$ cat config.mk
export PLATFORM = sky130hd
export DESIGN_NAME = adder_arbiter
export DESIGN_NICKNAME = d
export VERILOG_FILES = /design/src/rtl/adder_arbiter_pkg.sv /design/src/rtl/adder_arbiter_adder.sv /design/src/rtl/adder_arbiter.sv
export SDC_FILE = /design/constraint.sdc
export NUM_CORES = 1
export LEC_CHECK = 0
export ABC_AREA = 1
export CELL_PAD_IN_SITES_DETAIL_PLACEMENT = 1
export CELL_PAD_IN_SITES_GLOBAL_PLACEMENT = 1
export CORE_MARGIN = 2
export CORE_UTILIZATION = 29
export CTS_CLUSTER_SIZE = 25
export DETAILED_ROUTE_END_ITERATION = 10
export GPL_TIMING_DRIVEN = 0
export PLACE_DENSITY_LB_ADDON = 0.1
export SLEW_MARGIN = 20
export SYNTH_ARGS = -nofsm -noshare
export SYNTH_HDL_FRONTEND = slang
export SYNTH_SLANG_ARGS = --single-unit
$ cat constraint.sdc
create_clock -name clk -period 4 [get_ports clk]
set_input_delay 0.4 -clock clk [delete_from_list [all_inputs] [get_ports clk]]
set_output_delay 0.4 -clock clk [all_outputs]
set_load 0.05 [all_outputs]
$ cat src/rtl/adder_arbiter_pkg.sv
// Shared constants and helpers for the round-robin adder arbiter.
package adder_arbiter_pkg;

  // Width of the shared adder; operand width is tied to it.
  localparam int unsigned AdderW = 5;

  // Default number of requesters sharing the adder.
  localparam int unsigned DefaultNreq = 4;

  // Width of the saturating accepted-request counter.
  localparam int unsigned GrantCntW = 8;

  localparam logic [GrantCntW-1:0] GrantCntMax = '1;

  // Saturating increment for the grant counter.
  function automatic logic [GrantCntW-1:0] sat_inc(input logic [GrantCntW-1:0] v);
    return (v == GrantCntMax) ? v : v + GrantCntW'(1);
  endfunction

endpackage

$ cat src/rtl/adder_arbiter_adder.sv
// Shared unsigned adder: {cout, sum} = a + b, no carry-in.
module adder_arbiter_adder
  import adder_arbiter_pkg::*;
(
  input  logic [AdderW-1:0] a,
  input  logic [AdderW-1:0] b,
  output logic [AdderW-1:0] sum,
  output logic              cout
);

  logic [AdderW:0] full_sum;

  // Widen by one bit so the carry falls out of the same addition.
  always_comb begin
    full_sum = {1'b0, a} + {1'b0, b};
  end

  assign sum  = full_sum[AdderW-1:0];
  assign cout = full_sum[AdderW];

endmodule

$ cat src/rtl/adder_arbiter.sv
// Round-robin arbiter sharing one adder among NREQ requesters, with a
// single registered result slot that supports one result per cycle.
module adder_arbiter
  import adder_arbiter_pkg::*;
#(
  parameter int unsigned NREQ = DefaultNreq,
  parameter int unsigned W    = AdderW
) (
  input  logic                     clk,
  input  logic                     rst_n,
  input  logic [NREQ-1:0]          req_valid,
  input  logic [NREQ*W-1:0]        req_a,
  input  logic [NREQ*W-1:0]        req_b,
  output logic [NREQ-1:0]          req_ready,
  output logic                     rsp_valid,
  input  logic                     rsp_ready,
  output logic [W-1:0]             rsp_sum,
  output logic                     rsp_cout,
  output logic [$clog2(NREQ)-1:0]  rsp_id,
  output logic [GrantCntW-1:0]     grant_cnt
);

  localparam int unsigned IdxW = $clog2(NREQ);
  localparam logic [IdxW:0] NreqL = (IdxW+1)'(NREQ);

  logic [IdxW-1:0]      rr_ptr_q, rr_ptr_d;
  logic                 rsp_valid_q, rsp_valid_d;
  logic [W-1:0]         rsp_sum_q, rsp_sum_d;
  logic                 rsp_cout_q, rsp_cout_d;
  logic [IdxW-1:0]      rsp_id_q, rsp_id_d;
  logic [GrantCntW-1:0] grant_cnt_q, grant_cnt_d;

  logic                 slot_free;
  logic [2*NREQ-1:0]    req_dbl;
  logic [NREQ-1:0]      req_rot;
  logic                 found;
  logic [IdxW-1:0]      grant_off;
  logic [IdxW:0]        idx_sum;
  logic [IdxW:0]        idx_wrap;
  logic [IdxW-1:0]      grant_idx;
  logic                 transfer;
  logic [IdxW:0]        rr_inc;

  logic [W-1:0]         a_sel, b_sel;
  logic [W-1:0]         add_sum;
  logic                 add_cout;

  // A new result may be loaded when the slot is empty or drains this cycle.
  assign slot_free = ~rsp_valid_q | rsp_ready;

  // Rotate requests so bit 0 is the requester at rr_ptr.
  assign req_dbl = {req_valid, req_valid} >> rr_ptr_q;
  assign req_rot = req_dbl[NREQ-1:0];

  // Priority search over the rotated vector, then map back to an index.
  always_comb begin
    found     = 1'b0;
    grant_off = '0;
    for (int k = 0; k < int'(NREQ); k++) begin
      if (!found && req_rot[k]) begin
        found     = 1'b1;
        grant_off = IdxW'(k);
      end
    end
    idx_sum  = {1'b0, rr_ptr_q} + {1'b0, grant_off};
    idx_wrap = idx_sum - NreqL;
    grant_idx = (idx_sum >= NreqL) ? idx_wrap[IdxW-1:0] : idx_sum[IdxW-1:0];
  end

  // One-hot grant; forced low while in reset so it never depends on clk.
  always_comb begin
    req_ready = '0;
    if (rst_n && slot_free && found) begin
      req_ready = NREQ'(1) << grant_idx;
    end
  end

  assign transfer = |(req_valid & req_ready);

  // Operand mux feeding the single shared adder.
  always_comb begin
    a_sel = '0;
    b_sel = '0;
    for (int i = 0; i < int'(NREQ); i++) begin
      if (grant_idx == IdxW'(i)) begin
        a_sel = req_a[i*W +: W];
        b_sel = req_b[i*W +: W];
      end
    end
  end

  adder_arbiter_adder u_adder (
    .a    (a_sel),
    .b    (b_sel),
    .sum  (add_sum),
    .cout (add_cout)
  );

  // Next-state for the result slot, round-robin pointer and grant counter.
  always_comb begin
    rsp_valid_d = rsp_valid_q;
    rsp_sum_d   = rsp_sum_q;
    rsp_cout_d  = rsp_cout_q;
    rsp_id_d    = rsp_id_q;
    rr_ptr_d    = rr_ptr_q;
    grant_cnt_d = grant_cnt_q;
    rr_inc      = {1'b0, grant_idx} + (IdxW+1)'(1);
    if (transfer) begin
      rsp_valid_d = 1'b1;
      rsp_sum_d   = add_sum;
      rsp_cout_d  = add_cout;
      rsp_id_d    = grant_idx;
      rr_ptr_d    = (rr_inc == NreqL) ? '0 : rr_inc[IdxW-1:0];
      grant_cnt_d = sat_inc(grant_cnt_q);
    end else if (rsp_ready) begin
      // Drain without refill: payload is kept, only valid drops.
      rsp_valid_d = 1'b0;
    end
  end

  // State registers with asynchronous active-low reset.
  always_ff @(posedge clk or negedge rst_n) begin
    if (!rst_n) begin
      rr_ptr_q    <= '0;
      rsp_valid_q <= 1'b0;
      rsp_sum_q   <= '0;
      rsp_cout_q  <= 1'b0;
      rsp_id_q    <= '0;
      grant_cnt_q <= '0;
    end else begin
      rr_ptr_q    <= rr_ptr_d;
      rsp_valid_q <= rsp_valid_d;
      rsp_sum_q   <= rsp_sum_d;
      rsp_cout_q  <= rsp_cout_d;
      rsp_id_q    <= rsp_id_d;
      grant_cnt_q <= grant_cnt_d;
    end
  end

  assign rsp_valid = rsp_valid_q;
  assign rsp_sum   = rsp_sum_q;
  assign rsp_cout  = rsp_cout_q;
  assign rsp_id    = rsp_id_q;
  assign grant_cnt = grant_cnt_q;

endmodule

Run 1, cell outlines without signal wires:
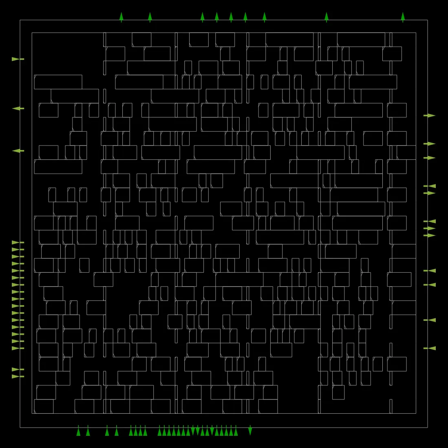
Core Util, Final: 47.0%
row cnt: 27

Run 1, wires at chosen ports, followed through buffers:
Bar = 20 µm.
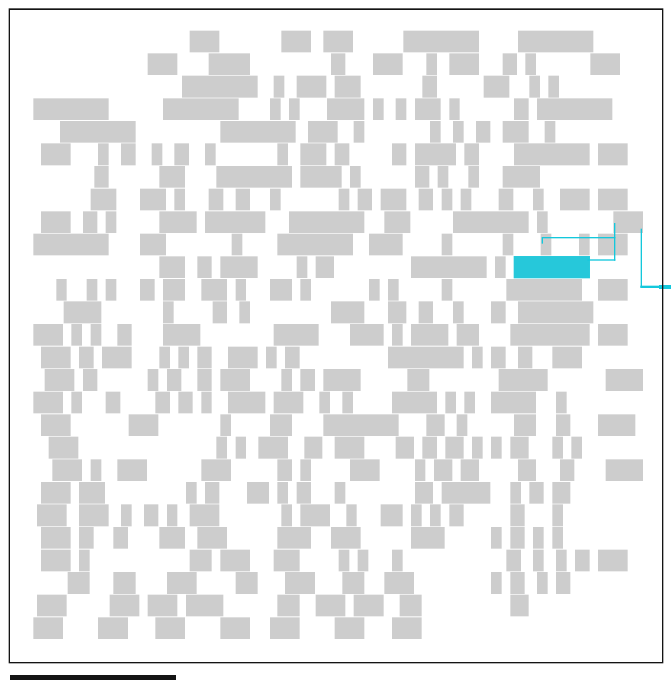
Key: cyan = rsp_valid [bits 1, direction output, end cells 1, buffers 1, wire 26.1 µm]
Port Buffers: 67
Top Ports: 68

Run 1, wiring heat map:
The die is cut into 16 by 16 equal tiles; dark blue is low, red is high, scaled to the fullest tile. Values are wire area over tile area, all layers added.
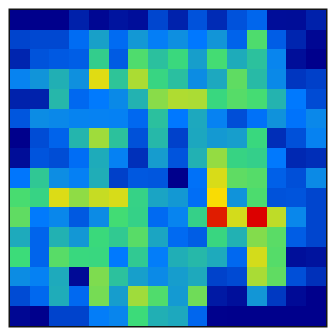
16% of the tiles are over half the peak. The fullest tile reaches 0.41. The emptiest ninth of the die: north-west.

==> run notes, run 1 <==
fresh numbers from the pnr run: status complete, no violations, DP HPWL 4050 µm, mux cell area share after synthesis 0%, met3 Usage GRT 3.68%, Late-Pin Clk Latency 0.26 ns, Area Overhead vs Synth 58.3%, period utilization 94.6%, CP max FO 6, final instance area 0.00255 mm², Worst Hold Class flop to flop, worst endpoint required time 4.14 ns, Crit path max-delay family buffers and inverters, Yosys Instances 228, Setup violations, final 0, proportion of layout cells with a drive suffix above 1 15.8%, reg2reg path depth 25, Commonest flop dfrtp_1, Slew Limit Fails 0, total die size 0.00618 mm², Post-CTS Hold Buffers 0, total CTS buffers 3, Worst Slack Setup Final 0.215 ns, DRC 0, post-synth top area share 29.5%, GRT Total Usage 16.8%, R2R Setup Slk 0.33 ns, routed vias 1812, Largest logic family simple AND/OR/NAND/NOR gates, Post-Layout Cell Count 375, Synth top cell by count nand2_1, clk slew on worst S/H paths 0.07 ns, Largest register FFs 8, Slew HR 40.8%, Worst Hold Path EP rsp_sum[3], Synth area leader dfrtp_1, vias in the first global route 1803, Cell area leaders dfrtp_1 29%, nand2_1 13%, ha_1 8.5%, WL/cell 13.2 µm, Seq/Total Area, Yosys 29.5%, most common logic cells in the final layout 62 x clkdlybuf4s50_1, 57 x nand2_1, 22 x nand3_1, 18 x nor2_1, 18 x dfrtp_1, Worst Setup Path Type input port to flop, post-DR vias/cell 4.83, WL met3 197 µm, hold-critical path depth 2, YS warnings 0, synthesized area per cell 7.08 µm², synthesis area per yosys 0.00161 mm², wl on met1 2160 µm, met2 wire len 2580 µm, slowest stage cell on the critical path clkdlybuf4s50_1, met1 GRT Util 20.5%, CP startpoint req_valid[0], Layout Nets 363, Startpoint Class input port, Final ANT Viol Nets 0, HP Start rsp_sum[3], most used logic cell in the final layout clkdlybuf4s50_1, Worst Skew 0.00529 ns, CP endpoint kind flop, Cells after DPL 367, crit path to rsp_cout, die height 78.6 µm, met2 Resource Use GR 30.9%, antenna fix cells 0, OpenROAD warning count 30, Core Area 0.00544 mm², WP buf/inv 5, DR pass1 iterations 3, fin crit period 3.78 ns, ys async rst share 100%, total clock sinks 19, Max Cap Viol 0
[run 1: stage by stage]
stage | hold slack (ns) | util (%)
finish | 0.501 | 47.0
detailed placement | 0.479 | 43.7
global route | 0.516 | 47.0
floorplan | 0.104 | -
CTS | 0.505 | 45.1
global placement | 0.482 | 43.7
[run 1: what timing repair did]
action | 4_1_cts | 5_1_grt
endpoints found under the setup margin | 8 | 8
setup buffers | 1 | 4
hold endpoints to repair | 0 | 0
gates resized | 17 | 26
pin swaps | 2 | 5
[run 1: worst reg2reg max path: stages (launching register included)]
cell and delay [ns]:
dfrtp_1 0.48, inv_2 0.14, nand3_1 0.10, nand2_2 0.08, nand3_1 0.07, a21boi_1 0.14
ha_2 0.21, xnor2_2 0.14, xor2_2 0.24, inv_2 0.09, ha_1 0.22, inv_2 0.09
nor2_4 0.05, buf_4 0.16, a22oi_2 0.12, nand2_1 0.06, o21ai_1 0.09, a21oi_1 0.09
ha_1 0.33, a21oi_1 0.14, and2_4 0.16, inv_1 0.04, a21oi_1 0.11, nor2_1 0.05
nor2_1 0.08, o21ai_0 0.09
[run 1: area by class of cell]
class / instances / area [µm²] / area share, %
multi-input combinational: 181 / 1100 / 43.0
timing repair buffer: 72 / 716 / 28.0
sequential: 19 / 477 / 18.7
tap: 72 / 90.1 / 3.53
inverter: 22 / 85.1 / 3.33
buffer: 5 / 42.5 / 1.67
clock buffer: 3 / 41.3 / 1.62
clock inverter: 1 / 5.00 / 0.196
==> run 2, diff against run 1 <==
--- a/config.mk
+++ b/config.mk
@@ -14,6 +14,7 @@
 export DETAILED_ROUTE_END_ITERATION = 10
 export GPL_TIMING_DRIVEN = 0
 export PLACE_DENSITY_LB_ADDON = 0.1
+export RECOVER_POWER = 50
 export SLEW_MARGIN = 20
 export SYNTH_ARGS = -nofsm -noshare
 export SYNTH_HDL_FRONTEND = slang
Run 2, floorplan with the power grid:
Bar = 20 µm. Pins as bars on the die edge. Tap cells in gray.
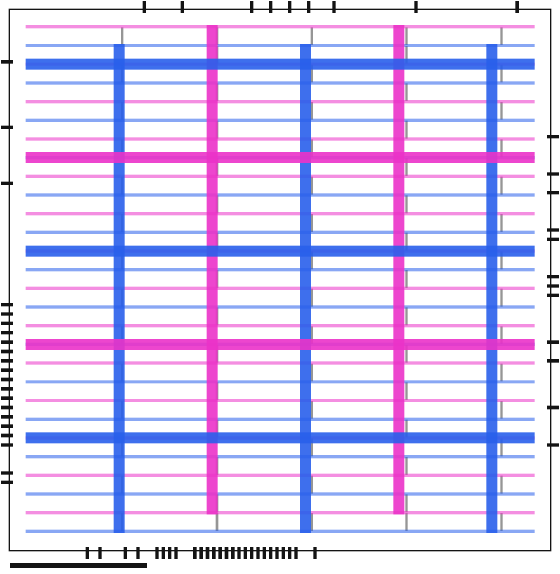
Key: magenta = VDD; blue = VSS
The core has 27 rows. 5 straps on met5. 72 tap cells. 28 met1 rails follow the rows.

==> run 2 against run 1 <==
Compared with the run above:
- register-to-register slack is essentially flat
- non-clock buffer count is the same
- fmax is essentially flat
- setup slack is essentially flat
- first-iteration DRC count is the same
- sequential share of layout area is the same
- via count is essentially flat
- flip-flop count is the same
- synthesized area is the same
- core utilization is the same
- critical path type unchanged
- highest routed layer unchanged
==> run notes, run 2 <==
fresh numbers from the pnr run: Post-synth EDFFs 0, proportion of layout cells with a drive suffix above 1 15.8% (unchanged), Max Cap Viol 0 (unchanged), most common logic cells in the final layout 57 x nand2_1, 51 x clkdlybuf4s50_1, 22 x nand3_1, 18 x nor2_1, 18 x dfrtp_1, hold-critical path depth 2 (unchanged), Core Util, Final 47.0% (unchanged), vias in the first global route 1803 (unchanged), Late-Pin Clk Latency 0.26 ns (about the same), Commonest flop dfrtp_1, Slew Limit Fails 0 (unchanged), antenna violations before repair 0, DRC 0 (unchanged), Peak Freq 0.264 GHz, fin crit period 3.78 ns (+0.000108 ns), Root Buffer clkbuf_8, post-synth top area share 29.5% (unchanged), total clock sinks 19 (unchanged), Pre-Place Util 29.7%, Yosys cell types 28, Cells after DPL 367 (unchanged), total die size 0.00618 mm² (unchanged), Cells after Synth 228, Worst Skew 0.00534 ns (+0.0000486 ns), RePlAce Congestion 0.761, row cnt 27 (unchanged), Top Ports 68 (unchanged), Cell area leaders dfrtp_1 29%, nand2_1 13%, ha_1 8.5%, reg2reg path depth 25 (unchanged), routed vias 1813 (+0.055%), met2 Resource Use GR 30.9% (unchanged), CP max FO 6 (unchanged), CP endpoint kind flop, worst path arrival time 3.92 ns, Post-synth top cells 57 x nand2_1, 22 x nand3_1, 20 x inv_1, status complete, no violations, clk slew on worst S/H paths 0.07 ns (about the same), fill cell count 698, Seq/Total Area, Yosys 29.5% (unchanged), H-Tree Depth 1, most used logic cell in the final layout nand2_1, first-pass GRT wire length 8400 µm, period utilization 94.6% (about the same), Startpoint Class input port, Hold Violations, Final 0, Port Buffers 67 (unchanged), Setup WS pre-CTS -0.695 ns, CP startpoint req_valid[0], Largest register FFs 8 (unchanged), OpenROAD warning count 30 (unchanged), Total Wirelength 4960 µm, CTS tree done, die height 78.6 µm (unchanged), total CTS buffers 3 (unchanged), most used routing layer met2, CP max stage delay 0.46 ns, synthesized area 0.00161 mm², Core Area 0.00544 mm² (unchanged), CTS Buffer Depth 2, Synth top cell by count nand2_1, syn nets 287, met1 GRT Util 20.5% (unchanged), slowest stage cell on the critical path clkdlybuf4s50_1, Worst Setup Path Type input port to flop, Synth area leader dfrtp_1, total gr overflow 0, Adder Share, Synth 9.77%, met3 Usage GRT 3.68% (unchanged), DR pass1 iterations 3 (unchanged), AO/OA Area Share 15.7%, Largest logic family simple AND/OR/NAND/NOR gates, xor/xnor share 5.97%, WP buf/inv 5 (unchanged), worst endpoint required time 4.14 ns (about the same), Worst path depth 26, Slew HR 40.3% (-0.41 points), RR Startpoint rr_ptr_q[1], Crit path max-delay family buffers and inverters, Synthesized registers 19, Worst Tran Pin Value 0.892 ns, Total Neg Setup Slack 0 ns, GRT Total Usage 16.8% (unchanged), DR iter-0 viols 38, mux cell area share after synthesis 0% (unchanged), synthesis area per yosys 0.00161 mm² (unchanged), Area Overhead vs Synth 58.3% (unchanged), Layout Nets 363 (unchanged), ys async rst share 100% (unchanged), pin count of the biggest net entering global routing 21, most used cell, CP a21oi_1, YS warnings 0 (unchanged), Worst Slack Setup Final 0.215 ns (-0.000108 ns), HP Start rsp_sum[3], AND/OR/NAND/NOR Cells, Area Fraction 31.6%, antenna fix cells 0 (unchanged), die width 78.6 µm, Final ANT Viol Nets 0 (unchanged), Yosys Instances 228 (unchanged), synthesized area per cell 7.08 µm² (unchanged), WL/cell 13.2 µm (about the same), Worst Hold Class flop to flop, DP HPWL 4050 µm (unchanged), Setup violations, final 0 (unchanged), post-DR vias/cell 4.83 (about the same), Post-CTS Hold Buffers 0 (unchanged)
Run 2, cell outlines without signal wires:
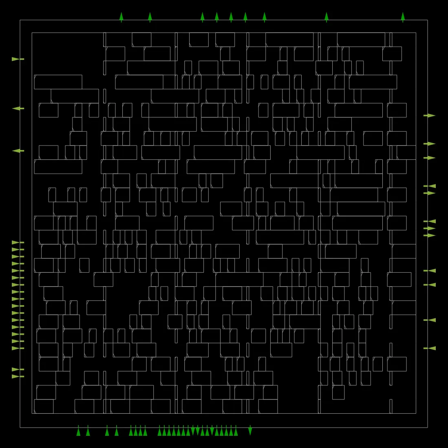
Well Taps: 72
Post-Layout Cell Count: 375
flop share of the area: 18.7%

-- run 2: cell counts after synthesis --
No cell type changed its count.
-- run 2: what timing repair did --
item                       CTS  global route
setup buffers                1             4
hold endpoints to repair     0             0
pin swaps                    2             5
setup endpoints to repair    8             8
resized                     17            26
cloned                       0             0
-- run 2: worst paths after layout --
| check | slack (ns) | end |
|---|---|---|
| max | 0.22 | rsp_cout |
| min | 0.50 | rsp_sum[3] |
| max reg2reg | 0.33 | rsp_cout |
| min reg2reg | 0.50 | rsp_sum[3] |
| max in group asynchronous | 2.69 | rr_ptr_q[0] |
| min in group asynchronous | 0.71 | rsp_id[1] |
-- run 2: metal layers --
metal	part of all wire (%)	wire [µm]
met1	43	2150
met2	52	2580
met3	4.1	203
met4	0.38	19
met5	0	0
-- run 2: through the flow --
| stage | instance area (µm²) | hold WS (ns) |
|---|---|---|
| final | 2550 | 0.495 |
| after global routing | 2550 | 0.511 |
| after CTS | 2450 | 0.505 |
| after detailed placement | 2370 | 0.479 |
| after global placement | 2370 | 0.482 |
| after floorplan | 1610 | 0.104 |
-- run 2: area by class of cell --
cell class | count | area [µm²] | area share [%]
multi-input cells | 181 | 1100 | 43.0
inverters | 22 | 85.1 | 3.33
clock inverters | 1 | 5.00 | 0.196
clock buffers | 3 | 41.3 | 1.62
well taps | 72 | 90.1 | 3.53
repair buffers | 72 | 716 | 28.0
flip-flops and latches | 19 | 477 | 18.7
plain buffers | 5 | 42.5 | 1.67
-- run 2: tightest hold or removal path: stages (launching register included) --
cell     delay, ns
dfrtp_1       0.34
nand2_1       0.05
o21ai_0       0.06
